**config.mk**
```make
export PLATFORM = sky130hd
export DESIGN_NAME = avalon_pio_responder
export DESIGN_NICKNAME = d
export VERILOG_FILES = /design/src/rtl/fsoc_pio_pkg.sv /design/src/rtl/pio_debounce.sv /design/src/rtl/avalon_pio_responder.sv
export SDC_FILE = /design/constraint.sdc
export NUM_CORES = 1
export LEC_CHECK = 0
export ABC_AREA = 1
export CAP_MARGIN = 20
export CORE_MARGIN = 2
export CORE_UTILIZATION = 32
export CTS_CLUSTER_SIZE = 12
export DETAILED_ROUTE_END_ITERATION = 10
export MAX_ROUTING_LAYER = met4
export PLACE_DENSITY = 0.66
export SYNTH_ARGS = -nofsm -noshare
export SYNTH_HDL_FRONTEND = slang
export SYNTH_SLANG_ARGS = --single-unit
```
**constraint.sdc**
```tcl
create_clock -name clk -period 3.9 [get_ports clk]
set_clock_uncertainty 0.05 [all_clocks]
set_input_delay 0.78 -clock clk [delete_from_list [all_inputs] [get_ports clk]]
set_output_delay 0.78 -clock clk [all_outputs]
set_load 0.1 [all_outputs]
```
**src/rtl/fsoc_pio_pkg.sv**
```systemverilog
// Shared definitions for the base_sys GPIO responder:
// bus data width and the register index map.
package fsoc_pio_pkg;

  localparam int DATA_W = 32;

  typedef enum logic [2:0] {
    REG_DATA = 3'd0,
    REG_OUT  = 3'd1,
    REG_SET  = 3'd2,
    REG_CLR  = 3'd3,
    REG_MASK = 3'd4,
    REG_EDGE = 3'd5
  } reg_idx_e;

endpackage

```
**src/rtl/pio_debounce.sv**
```systemverilog
// Single-bit input conditioner: 2-FF synchroniser then debouncer.
// Ports: clk, reset_n, pin (async raw), stable (debounced), toggle (accept pulse).
module pio_debounce #(
  parameter int DEB_CYC = 50000
) (
  input  logic clk,
  input  logic reset_n,
  input  logic pin,
  output logic stable,
  output logic toggle
);

  localparam int CW = $clog2(DEB_CYC);

  logic          s1;
  logic          s2;
  logic [CW-1:0] cnt;
  logic          diff;

  assign diff = s2 != stable;

  // Combinational so edge capture can set in the same cycle stable flips.
  assign toggle = diff && (cnt == CW'(DEB_CYC - 1));

  always_ff @(posedge clk or negedge reset_n) begin
    if (!reset_n) begin
      s1     <= 1'b0;
      s2     <= 1'b0;
      cnt    <= '0;
      stable <= 1'b0;
    end else begin
      s1 <= pin;
      s2 <= s1;
      if (!diff) begin
        cnt <= '0;
      end else if (toggle) begin
        stable <= s2;
        cnt    <= '0;
      end else begin
        cnt <= cnt + CW'(1);
      end
    end
  end

endmodule

```
**src/rtl/avalon_pio_responder.sv**
```systemverilog
// Avalon-MM GPIO responder: debounced edge-captured inputs, LED register.
// Ports: clk, reset_n, avs_* bus (1-cycle read latency), irq, pio_in, pio_out.
module avalon_pio_responder
  import fsoc_pio_pkg::*;
#(
  parameter int               IN_W    = 2,
  parameter int               OUT_W   = 8,
  parameter int               DEB_CYC = 50000,
  parameter logic [OUT_W-1:0] OUT_RST = '0
) (
  input  logic              clk,
  input  logic              reset_n,
  input  logic [2:0]        avs_address,
  input  logic              avs_read,
  input  logic              avs_write,
  input  logic [DATA_W-1:0] avs_writedata,
  output logic [DATA_W-1:0] avs_readdata,
  output logic              avs_readdatavalid,
  output logic              irq,
  input  logic [IN_W-1:0]   pio_in,
  output logic [OUT_W-1:0]  pio_out
);

  logic [IN_W-1:0]   stable;
  logic [IN_W-1:0]   toggle;
  logic [OUT_W-1:0]  out_reg;
  logic [IN_W-1:0]   irq_mask;
  logic [IN_W-1:0]   edge_cap;
  logic [IN_W-1:0]   w1c;
  logic [DATA_W-1:0] rd_mux;
  logic [OUT_W-1:0]  wd_out;
  logic [IN_W-1:0]   wd_in;
  logic              unused;

  assign wd_out  = avs_writedata[OUT_W-1:0];
  assign wd_in   = avs_writedata[IN_W-1:0];
  assign unused  = ^avs_writedata;
  assign pio_out = out_reg;

  for (genvar i = 0; i < IN_W; i++) begin : g_deb
    pio_debounce #(
      .DEB_CYC(DEB_CYC)
    ) u_deb (
      .clk    (clk),
      .reset_n(reset_n),
      .pin    (pio_in[i]),
      .stable (stable[i]),
      .toggle (toggle[i])
    );
  end

  always_comb begin
    rd_mux = '0;
    case (avs_address)
      REG_DATA: rd_mux[IN_W-1:0]  = stable;
      REG_OUT:  rd_mux[OUT_W-1:0] = out_reg;
      REG_MASK: rd_mux[IN_W-1:0]  = irq_mask;
      REG_EDGE: rd_mux[IN_W-1:0]  = edge_cap;
      default:  rd_mux = '0;
    endcase
  end

  assign w1c = (avs_write && avs_address == REG_EDGE)
             ? wd_in : '0;

  always_ff @(posedge clk or negedge reset_n) begin
    if (!reset_n) begin
      out_reg  <= OUT_RST;
      irq_mask <= '0;
    end else if (avs_write) begin
      case (avs_address)
        REG_OUT:  out_reg  <= wd_out;
        REG_SET:  out_reg  <= out_reg | wd_out;
        REG_CLR:  out_reg  <= out_reg & ~wd_out;
        REG_MASK: irq_mask <= wd_in;
        default:  ;
      endcase
    end
  end

  // A new edge outranks a simultaneous clear of the same bit.
  always_ff @(posedge clk or negedge reset_n) begin
    if (!reset_n) begin
      edge_cap <= '0;
      irq      <= 1'b0;
    end else begin
      edge_cap <= (edge_cap & ~w1c) | toggle;
      irq      <= |(edge_cap & irq_mask);
    end
  end

  always_ff @(posedge clk or negedge reset_n) begin
    if (!reset_n) begin
      avs_readdata      <= '0;
      avs_readdatavalid <= 1'b0;
    end else begin
      avs_readdata      <= avs_read ? rd_mux : '0;
      avs_readdatavalid <= avs_read;
    end
  end

endmodule

```
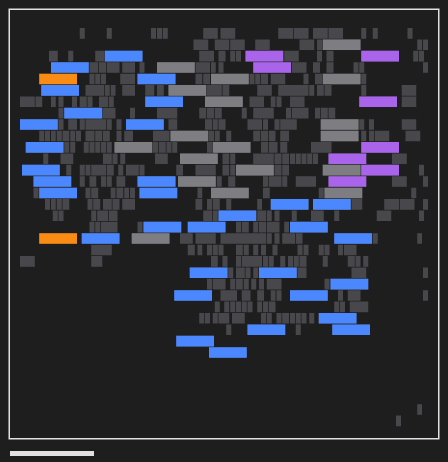
Run 1: where the registers sit
Scale bar: 20 um.
netlist name	color	flops
avs_readdata	purple	8
g_deb.u_deb.s1	orange	2
g_deb.u_deb.cnt	blue	32
final core occ: 39.3%
Seq/total area: 41.1%
seq pwr: 0.683 mW

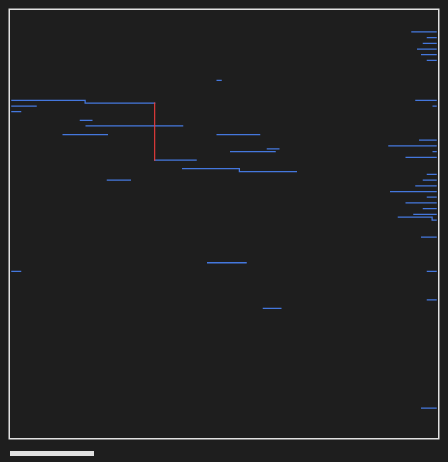
Run 1: metal layers overlaid
Scale bar: 20 um. Two of the layers only.
layer	color	wire length
metal 3	blue	270 um
metal 4	red	13.6 um
final wirelength: 5.87 mm
vias: 2354
detailed-route wire length per cell: 10.8 um

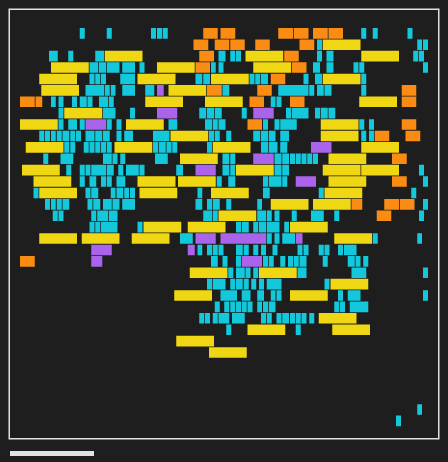
Run 1: placement by cell class
Scale bar: 20 um.
class	color	cells	share of their area
sequential cells	yellow	60	43%
clock drivers and dummy loads	purple	15	5.4%
combinational and other logic	cyan	305	42%
remaining buffers and delay cells	orange	35	9.8%
core area: 0.00928 sq mm
Core Rows: 35
post-route cell area: 0.00365 sq mm

==> impl_metrics.json, run 1 <==
{
  "outcome": "completed",
  "cts_tree": "done",
  "period_minus_slack_ns": 2.70,
  "layout_top_cell": "nand2_1",
  "setup_ws_ns": 1.20,
  "period_used_pct": 69.1,
  "drv_slew": 0,
  "holdCritPathClass": "flip-flop to flip-flop",
  "post-place-ws_ns": 1.56,
  "maxCapViolations": 0,
  "die_area_sq_mm": 0.0104,
  "num_io_pins": 83,
  "drtPass1Iterations": 4,
  "arrival_ns": 1.87,
  "fp_util_pct": 33.2,
  "path_buffers": 1,
  "vias_per_cell": 4.33,
  "final_cell_mix": "nand2_1, nor2_1, dfrtp_1",
  "cts_num_sinks": 60,
  "cp.depth": 1,
  "numPortBuffers": 34,
  "irDropWorstVdd_v": 0.000222,
  "cts_made_buffers": 9,
  "yosysWarnings": 0,
  "maxSlewHeadroom_pct": 35.0,
  "worst_slew_pin_slew_ns": 0.973,
  "gp_congestion": 0.868,
  "rsz0062_at_grt": "no",
  "critical_path_class": "flip-flop to output port",
  "crit_chain": "clkdlybuf4s50_1",
  "worstPathRequired_ns": 3.07,
  "syn_avg_cell_area_sq_um": 8.37,
  "hold_buffers": 0,
  "synth_seq_share_pct": 48.7,
  "root_buffer": "clkbuf_8",
  "worstSkewPairLatency_ns": 0.33,
  "layout-drive-gt1-share_pct": 10.1,
  "numSynthFlops": 60,
  "grt_pass1_vias": 2315,
  "p_total_mw": 1.60,
  "hold_viol": 0,
  "antenna_found_initial": 0,
  "crit_slowest_cell": "clkdlybuf4s50_1",
  "drc_errors": 0,
  "syn_area_sq_mm": 0.00308,
  "grt_pass1_wl_mm": 10.2,
  "dieWidth_um": 102,
  "grt_overflow_total": 0,
  "cts_resized": 0,
  "logic_area_sq_mm": 0.00131,
  "yosysUniqueCellTypes": 25,
  "area_delta_synth_final_pct": 18.5,
  "fin_nets": 454,
  "worstPathMaxFanout": 3,
  "dp_hpwl_mm": 4.33,
  "critical_path.endpoint_type": "output port",
  "worst_path_largest_cell_delay_ns": 1.15,
  "fmax_mhz": 371,
  "diodes": 0,
  "cts.reportedPaths.clkPinSlew_ns": 0.07,
  "ff_latch_area_sq_mm": 0.00150,
  "ys_cells": 368,
  "clock_path_buffers": 2,
  "grt_max_degree": 36,
  "yosys_area_sq_mm": 0.00308,
  "drt-initial-drc-count": 128,
  "post_cts_buffers": 0,
  "synthCells": 368,
  "min_delay_path_depth": 0,
  "warnings": 50,
  "fp.dieH_um": 102,
  "dpl-instance-area_sq_mm": 0.00346,
  "p_leak_nw": 1.60,
  "critPathTopFamily": "buffers and inverters",
  "setup_viol": 0,
  "ant_nets": 0,
  "h-tree-depth": 3,
  "r2r_slack_ns": 2.35,
  "reg2reg_depth": 6,
  "power_density_mw_per_mm2": 439,
  "final.fill_count": 945,
  "start_kind": "flip-flop",
  "track_usage_pct": 12.8,
  "finalSetupTns_ns": 0
}
run 1: power by group:
group	total, mW	leakage, nW	internal, mW	switching [mW]
Sequential	0.683	0.804	0.656	0.0266
Clock	0.539	0.0979	0.305	0.233
Combinational	0.380	0.701	0.0712	0.308
run 1: worst paths after layout:
kind / from / endpoint
max in group asynchronous: reset_n / g_deb[0].u_deb.stable
worst max-delay path: pio_out[7] / pio_out[7]
min in group asynchronous: reset_n / g_deb[0].u_deb.cnt[15]
worst max register to register: g_deb[1].u_deb.cnt[0] / g_deb[1].u_deb.cnt[9]
worst min register to register: g_deb[1].u_deb.s1 / g_deb[1].u_deb.s2
worst min-delay path: g_deb[1].u_deb.s1 / g_deb[1].u_deb.s2
run 1: kinds of logic (layout without fill, tap and decap cells):
family	Yosys count	after routing	share of synthesized area, %
simple gates	197	197	29.5
xor+xnor	16	16	4.55
other cells	1	24	0.122
compound gates	27	27	4.67
fa+ha+maj	2	2	0.812
flops	60	60	48.7
buf+inv	65	89	11.7
run 1: flip-flops by register name (all words and copies together), names as in the netlist:
signal,count
g_deb.u_deb.s2,2
avs_readdata,8
irq,1
g_deb.u_deb.cnt,32
g_deb.u_deb.stable,2
edge_cap,2
avs_readdatavalid,1
irq_mask,2
pio_out,8
g_deb.u_deb.s1,2
run 1: Yosys cell counts:
cell type | instances | share of area (%)
nand2_2 | 5 | 1.0
xnor2_1 | 6 | 1.7
o21bai_1 | 2 | 0.49
xor2_1 | 10 | 2.8
inv_1 | 36 | 4.4
buf_6 | 1 | 0.37
a22o_1 | 1 | 0.28
nand3_2 | 4 | 1.3
ha_1 | 2 | 0.81
nor2_4 | 3 | 1.1
dfrtp_1 | 60 | 49
nor2_1 | 66 | 8.0
clkinv_2 | 1 | 0.16
nand4_1 | 8 | 1.6
nand3_1 | 32 | 5.2
nand2_1 | 69 | 8.4
inv_2 | 2 | 0.24
buf_4 | 24 | 5.8
buf_12 | 1 | 0.65
o21ai_1 | 7 | 1.1
o21ai_0 | 17 | 2.8
nand2_4 | 2 | 0.73
nor2_2 | 7 | 1.4
nor2_8 | 1 | 0.65
conb_1 | 1 | 0.12
run 1: per-stage QoR:
stage	cells	hold slack (ns)	util [%]
after floorplan	391	0.281	-
after global placement	529	0.300	37.3
after detailed placement	529	0.305	37.3
after CTS	544	0.319	39.3
after global routing	544	0.327	39.3
final	544	0.325	39.3
run 1: per-layer routing:
layer	up-vias	global-route usage [%]	share of wire (%)	wire, um
met5	-	-	0	0
met4	0	2.77	0.22	13
met3	2	4.10	4.6	269
met2	55	21.1	50	2940
met1	1097	15.5	45	2650
li1	1200	-	-	-
run 1: final cells by class:
type,count,area share [%]
Multi-Input combinational cell,266,35.8
Inverter,39,4.04
Timing Repair Buffer,35,9.39
Clock inverter,5,1.44
Clock buffer,10,3.77
Sequential cell,60,41.1
Tap cell,129,4.42
==> run 1 -> run 2 <==
clock period = 2.7 ns   (was 3.9 ns; I/O delays follow)
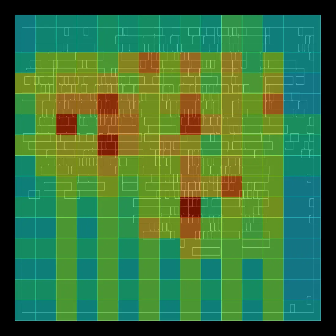
Run 2: track usage over the die
final core occ: 38.9%
grt met1 use: 16.0%

==> run 2 against run 1 <==
Sequential power up 45%. Register-to-register slack lost 1.2 ns. Highest routed layer unchanged. Global-route usage fell by 0.38 points. Combinational power grew 42%. Clock-buffer cell count up 2. Non-clock buffer count unchanged. Largest power group unchanged. Routed wire length fell by 3.0%. Hold slack got worse by 0.13 ns. Worst setup slack got worse by 0.18 ns. Cell count rose by 0.18%. Via count increased by 2.0%.
==> impl_metrics.json, run 2 <==
{
  "grt_overflow_total": 0,
  "final.fill_count": 951,
  "instances_no_fill": 545,
  "irDropWorstVdd_v": 0.000390,
  "yosysTopAreaCell": "dfrtp_1",
  "ff_type": "dfrtp_1",
  "track_usage_pct": 12.4,
  "outcome": "completed",
  "maxSlewHeadroom_pct": 53.9,
  "maxCapViolations": 0,
  "design.core.area_sq_mm": 0.00928,
  "die_area_sq_mm": 0.0104,
  "p_leak_nw": 1.64,
  "ant_nets": 0,
  "r2r-end": "g_deb[1].u_deb.cnt[14]",
  "period_used_pct": 62.2,
  "fin_nets": 454,
  "drc_errors": 0,
  "rsz0062_at_grt": "no",
  "period_minus_slack_ns": 1.68,
  "worstPathRequired_ns": 2.84,
  "root_buffer": "clkbuf_8",
  "worst_slew_pin_slew_ns": 0.692,
  "grt_pass1_wl_mm": 10.0,
  "switching_share_pct": 36.1,
  "power_density_mw_per_mm2": 626,
  "cts.reportedPaths.clkPinSlew_ns": 0.07,
  "edf_count": 0,
  "largest_register_ffs": 32,
  "finalSetupTns_ns": 0,
  "cts_tree": "done",
  "synthCells": 368,
  "yosys_area_sq_mm": 0.00308,
  "r2r_slack_ns": 1.20,
  "numPortBuffers": 34,
  "rows": 35,
  "grt_pass1_vias": 2284,
  "via_count": 2401,
  "synth_seq_share_pct": 48.7,
  "setup_viol": 0,
  "intPower_mw": 1.45,
  "clock_path_buffers": 2,
  "yosys.cell_count.top_type": "nand2_1",
  "dp.cells": 529,
  "seq_power_share_pct": 43.6,
  "drv_slew": 0,
  "post_cts_buffers": 0,
  "common_cells": "nand2_1, nor2_1, dfrtp_1",
  "fmax_mhz": 595,
  "start_kind": "input port",
  "yosysUniqueCellTypes": 25,
  "critical_path.endpoint_type": "flip-flop",
  "arrival_ns": 1.82,
  "fp.dieH_um": 102,
  "drtPass1Iterations": 4,
  "final_cell_mix": "nand2_1, nor2_1, dfrtp_1",
  "vias_per_cell": 4.41,
  "dp_hpwl_mm": 4.29,
  "yosysWarnings": 0,
  "numSynthFlops": 60,
  "hold_viol": 0,
  "warnings": 50,
  "layout_top_cell": "nand2_1",
  "holdCritPathClass": "input port to async pin",
  "gp_congestion": 0.852,
  "syn_area_sq_mm": 0.00308,
  "worstPathMaxFanout": 8,
  "power.switching_mw": 0.817,
  "h-tree-depth": 3,
  "grt_max_degree": 32,
  "hold_buffers": 0,
  "netlist_top_cells_area": "dfrtp_1, nand2_1, nor2_1",
  "syn_avg_cell_area_sq_um": 8.37,
  "critical_path_class": "input port to flip-flop",
  "reg2reg_from": "g_deb[1].u_deb.cnt[0]",
  "yosysTopAreaCellShare_pct": 48.7,
  "wirelength_mm": 5.69,
  "synthArstFlopShare_pct": 100,
  "worstSkewPairLatency_ns": 0.33,
  "area_delta_synth_final_pct": 17.3,
  "diodes": 0,
  "p_total_mw": 2.26,
  "p_comb_share_pct": 23.9,
  "layout-drive-gt1-share_pct": 14.7,
  "pwr-share-clk_pct": 32.5,
  "reg2reg_depth": 6,
  "ys_cells": 368,
  "num_io_pins": 83,
  "drt-initial-drc-count": 79,
  "regMostFlops": "g_deb.u_deb.cnt",
  "critPathLaunch": "avs_address[0]",
  "cts_made_buffers": 9,
  "dieWidth_um": 102,
  "endpoint": "pio_out[1]",
  "cts_num_sinks": 60,
  "wl_per_cell_um": 10.4,
  "cts_resized": 0,
  "antenna_found_initial": 0,
  "fp_util_pct": 33.2
}
[run 2: cell counts after synthesis]
Identical to the previous run, type by type.
[run 2: power by group through the flow]
stage / registers, mW / clock network (mW) / logic [mW]
floorplan: 1.20 / 0 / 0.255
global placement: 1.00 / 0 / 0.539
detailed placement: 1.00 / 0 / 0.544
CTS: 0.986 / 0.759 / 0.545
global route: 0.993 / 0.808 / 0.571
finish: 0.987 / 0.736 / 0.540
[run 2: kinds of logic after synthesis]
logic type      synth area share [%]
compound gates                  4.67
xor+xnor                        4.55
fa+ha+maj                      0.812
buf+inv                         11.7
flops                           48.7
other cells                    0.122
simple gates                    29.5
[run 2: final cells by class]
type                       instances  area (sq um)  area share [%]
clock buffer                      12           165            4.57
clock inverter                     4          22.5           0.623
inverter                          39           148            4.08
multi-input combinational        266          1310            36.2
sequential                        60          1500            41.5
tap                              129           161            4.46
timing repair buffer              35           310            8.58
[run 2: metal layers]
layer  track usage, %  vias to the layer above  share of wire [%]
li1                 -                     1209                  -
met1             16.0                     1135                 46
met2             18.5                       52                 48
met3             3.76                        5                5.0
met4             4.72                        0               0.81
met5                -                        -                  0
[run 2: worst min-delay path by stage]
stage	end	slack, ns
floorplan	avs_readdata[0]	0.19
global placement	g_deb[0].u_deb.s2	0.30
detailed placement	g_deb[0].u_deb.s2	0.29
CTS	g_deb[0].u_deb.cnt[10]	0.22
global route	g_deb[0].u_deb.cnt[10]	0.24
finish	g_deb[0].u_deb.cnt[10]	0.20
[run 2: per-stage QoR]
step	cell area (sq um)	hold WS (ns)	utilization [%]	setup slack, ns
5_1_grt	3620	0.244	38.9	0.911
3_3_place_gp	3430	0.297	36.9	0.727
2_1_floorplan	3170	0.194	-	1.20
4_1_cts	3620	0.218	38.9	1.03
6_report	3620	0.199	38.9	1.02
3_5_place_dp	3430	0.287	36.9	0.666
[run 2: critical path, cell delays in order]
cell             delay (ns)
clkdlybuf4s50_1        0.61
nand2_1                0.08
nor2_1                 0.40
o21ai_0                0.18
==> run 2 -> run 3 <==
PLACE_DENSITY = 0.68   (was 0.66)
clock period = 1.5 ns   (was 2.7 ns; I/O delays follow)
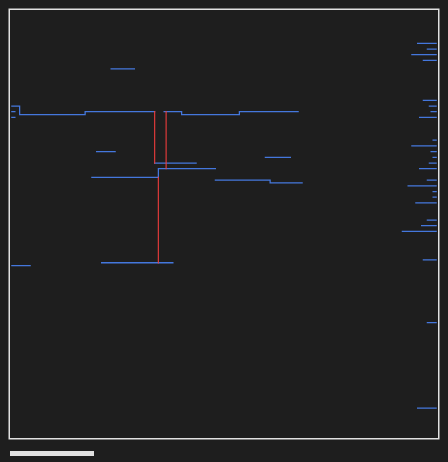
Run 3: metal layers overlaid
Scale bar: 20 um. Two of the layers only.
layer	color	wire length
metal 4	red	46.2 um
metal 3	blue	248 um
Total GRT Usage: 13.0%
vias: 2399
detailed-route wire length per cell: 10.8 um
final wirelength: 5.95 mm

==> run 3 against run 2 <==
Combinational power up 110%. Largest cell class unchanged. Via count about the same. Clock-buffer cell count unchanged. Sequential share of layout area down 3.4 points. Highest routed layer unchanged. First-iteration DRC count up 58%.
==> impl_metrics.json, run 3 <==
{
  "yosysTopAreaCell": "dfrtp_1",
  "numSynthFlops": 60,
  "common_cells": "nand2_1, nor2_1, dfrtp_1",
  "design.core.area_sq_mm": 0.00928,
  "period_used_pct": 91.0,
  "holdWs_ns": 0.298,
  "yosys_area_sq_mm": 0.00308,
  "numPortBuffers": 34,
  "rows": 35,
  "synthArstFlopShare_pct": 100,
  "critical_path_class": "flip-flop to flip-flop",
  "yosys.cell_count.top_type": "nand2_1",
  "dieWidth_um": 102,
  "instances_no_fill": 552,
  "warnings": 50,
  "area_delta_synth_final_pct": 27.9,
  "layout_top_cell": "nand2_1",
  "layout-drive-gt1-share_pct": 17.0,
  "vias_per_cell": 4.35,
  "diodes": 0,
  "rsz0062_at_grt": "no",
  "worstSkewPairLatency_ns": 0.33,
  "hold_viol": 0,
  "cts_tree": "done",
  "final.fill_count": 939,
  "p_comb_share_pct": 25.8,
  "synthCells": 368,
  "yosysWarnings": 0,
  "ys_cells": 368,
  "num_io_pins": 83,
  "start_kind": "flip-flop",
  "cts_made_buffers": 9,
  "p_total_mw": 4.36,
  "power.switching_mw": 1.50,
  "clock_path_buffers": 2,
  "final_cell_mix": "nand2_1, nor2_1, dfrtp_1",
  "largest_register_ffs": 32,
  "h-tree-depth": 3,
  "worstPathMaxFanout": 12,
  "edf_count": 0,
  "drv_slew": 0,
  "fin_nets": 463,
  "switching_share_pct": 34.4,
  "intPower_mw": 2.86,
  "arrival_ns": 1.54,
  "ant_nets": 0,
  "dp.cells": 537,
  "holdCritPathClass": "flip-flop to flip-flop",
  "fp_util_pct": 33.2,
  "grt_pass1_wl_mm": 10.4,
  "pwr-share-clk_pct": 32.8,
  "synth_seq_share_pct": 48.7,
  "cts_num_sinks": 60,
  "grt_max_degree": 61,
  "irDropWorstVdd_v": 0.000482,
  "syn_avg_cell_area_sq_um": 8.37,
  "regMostFlops": "g_deb.u_deb.cnt",
  "antenna_found_initial": 0,
  "yosysUniqueCellTypes": 25,
  "drc_errors": 0,
  "drtPass1Iterations": 4,
  "period_minus_slack_ns": 1.37,
  "maxCapViolations": 0,
  "setup_viol": 0,
  "die_area_sq_mm": 0.0104,
  "dp_hpwl_mm": 4.41,
  "power_density_mw_per_mm2": 1110,
  "netlist_top_cells_area": "dfrtp_1, nand2_1, nor2_1",
  "outcome": "completed",
  "root_buffer": "clkbuf_8",
  "grt_pass1_vias": 2372,
  "fp.dieH_um": 102,
  "p_leak_nw": 1.74,
  "gp_congestion": 0.827,
  "seq_power_share_pct": 41.4,
  "yosysTopAreaCellShare_pct": 48.7,
  "fmax_mhz": 732,
  "cts.reportedPaths.clkPinSlew_ns": 0.06,
  "drt-initial-drc-count": 125,
  "grt_overflow_total": 0,
  "ff_type": "dfrtp_1",
  "syn_area_sq_mm": 0.00308,
  "worstPathRequired_ns": 1.67,
  "critical_path.endpoint_type": "flip-flop"
}
-- run 3: cell counts after synthesis --
No cell type changed its count.
-- run 3: area by class of cell --
| class | instances | area [sq um] | share of cell area, % |
|---|---|---|---|
| repair buffers | 44 | 606 | 15.4 |
| multi-input cells | 266 | 1340 | 33.9 |
| flip-flops and latches | 60 | 1500 | 38.1 |
| inverters | 39 | 148 | 3.74 |
| clock buffers | 12 | 155 | 3.94 |
| clock inverters | 2 | 35.0 | 0.889 |
| well taps | 129 | 161 | 4.09 |
-- run 3: worst max-delay path, cell delays in order, from the launching register on --
cell     delay [ns]
dfrtp_1        0.37
ha_2           0.21
nand3_2        0.14
nor2_2         0.17
nand2_2        0.10
nand2_4        0.15
nor2_1         0.07
-- run 3: power by group through the flow --
stage / Clock (mW) / Combinational [mW] / Sequential, mW
global placement: 0 / 1.12 / 1.83
CTS: 1.47 / 1.13 / 1.80
finish: 1.43 / 1.13 / 1.80
floorplan: 0 / 0.460 / 2.16
detailed placement: 0 / 1.13 / 1.83
global route: 1.54 / 1.18 / 1.82
-- run 3: final timing paths --
| kind | startpoint | endpoint | slack (ns) | cells past startpoint |
|---|---|---|---|---|
| setup / recovery | g_deb[1].u_deb.cnt[1] | g_deb[1].u_deb.cnt[9] | 0.13 | 6 |
| hold / removal | g_deb[1].u_deb.s1 | g_deb[1].u_deb.s2 | 0.30 | 0 |
| setup reg to reg | g_deb[1].u_deb.cnt[1] | g_deb[1].u_deb.cnt[9] | 0.13 | 6 |
| hold reg to reg | g_deb[1].u_deb.s1 | g_deb[1].u_deb.s2 | 0.30 | 0 |
| max in group asynchronous | reset_n | g_deb[0].u_deb.cnt[7] | 0.69 | 3 |
| min in group asynchronous | reset_n | g_deb[0].u_deb.s1 | 0.44 | 3 |
-- run 3: repair_timing --
action	in CTS	in global routing
hold buffers	1	0
endpoints found under the hold margin	60	0
setup buffers	0	0
pin swaps	0	1
endpoints found under the setup margin	7	24
resized	1	8
-- run 3: cells by family after synthesis --
logic type                 Yosys count  share of synthesized area [%]
buffers and inverters               65                           11.7
xor gates and xnor gates            16                           4.55
adders and majority gates            2                          0.812
and+or+nand+nor                    197                           29.5
other                                1                          0.122
DFF                                 60                           48.7
AOI/OAI and AO/OA                   27                           4.67
-- run 3: routing by layer --
metal	GRT usage, %	part of all wire [%]
met1	15.4	46
met2	21.6	49
met3	4.86	4.2
met4	2.56	0.77
met5	-	0
-- run 3: stage by stage --
step | instance area [sq um] | setup TNS [ns] | util (%) | setup slack [ns]
final | 3940 | 0 | 42.5 | 0.134
after global routing | 3940 | 0 | 42.5 | 0.00973
after CTS | 3920 | 0 | 42.2 | 0.0574
after detailed placement | 3710 | -0.909 | 40.0 | -0.103
after global placement | 3710 | -0.654 | 40.0 | -0.0694
after floorplan | 3170 | 0 | - | 0.106
Power and IR drop assume default switching activity.
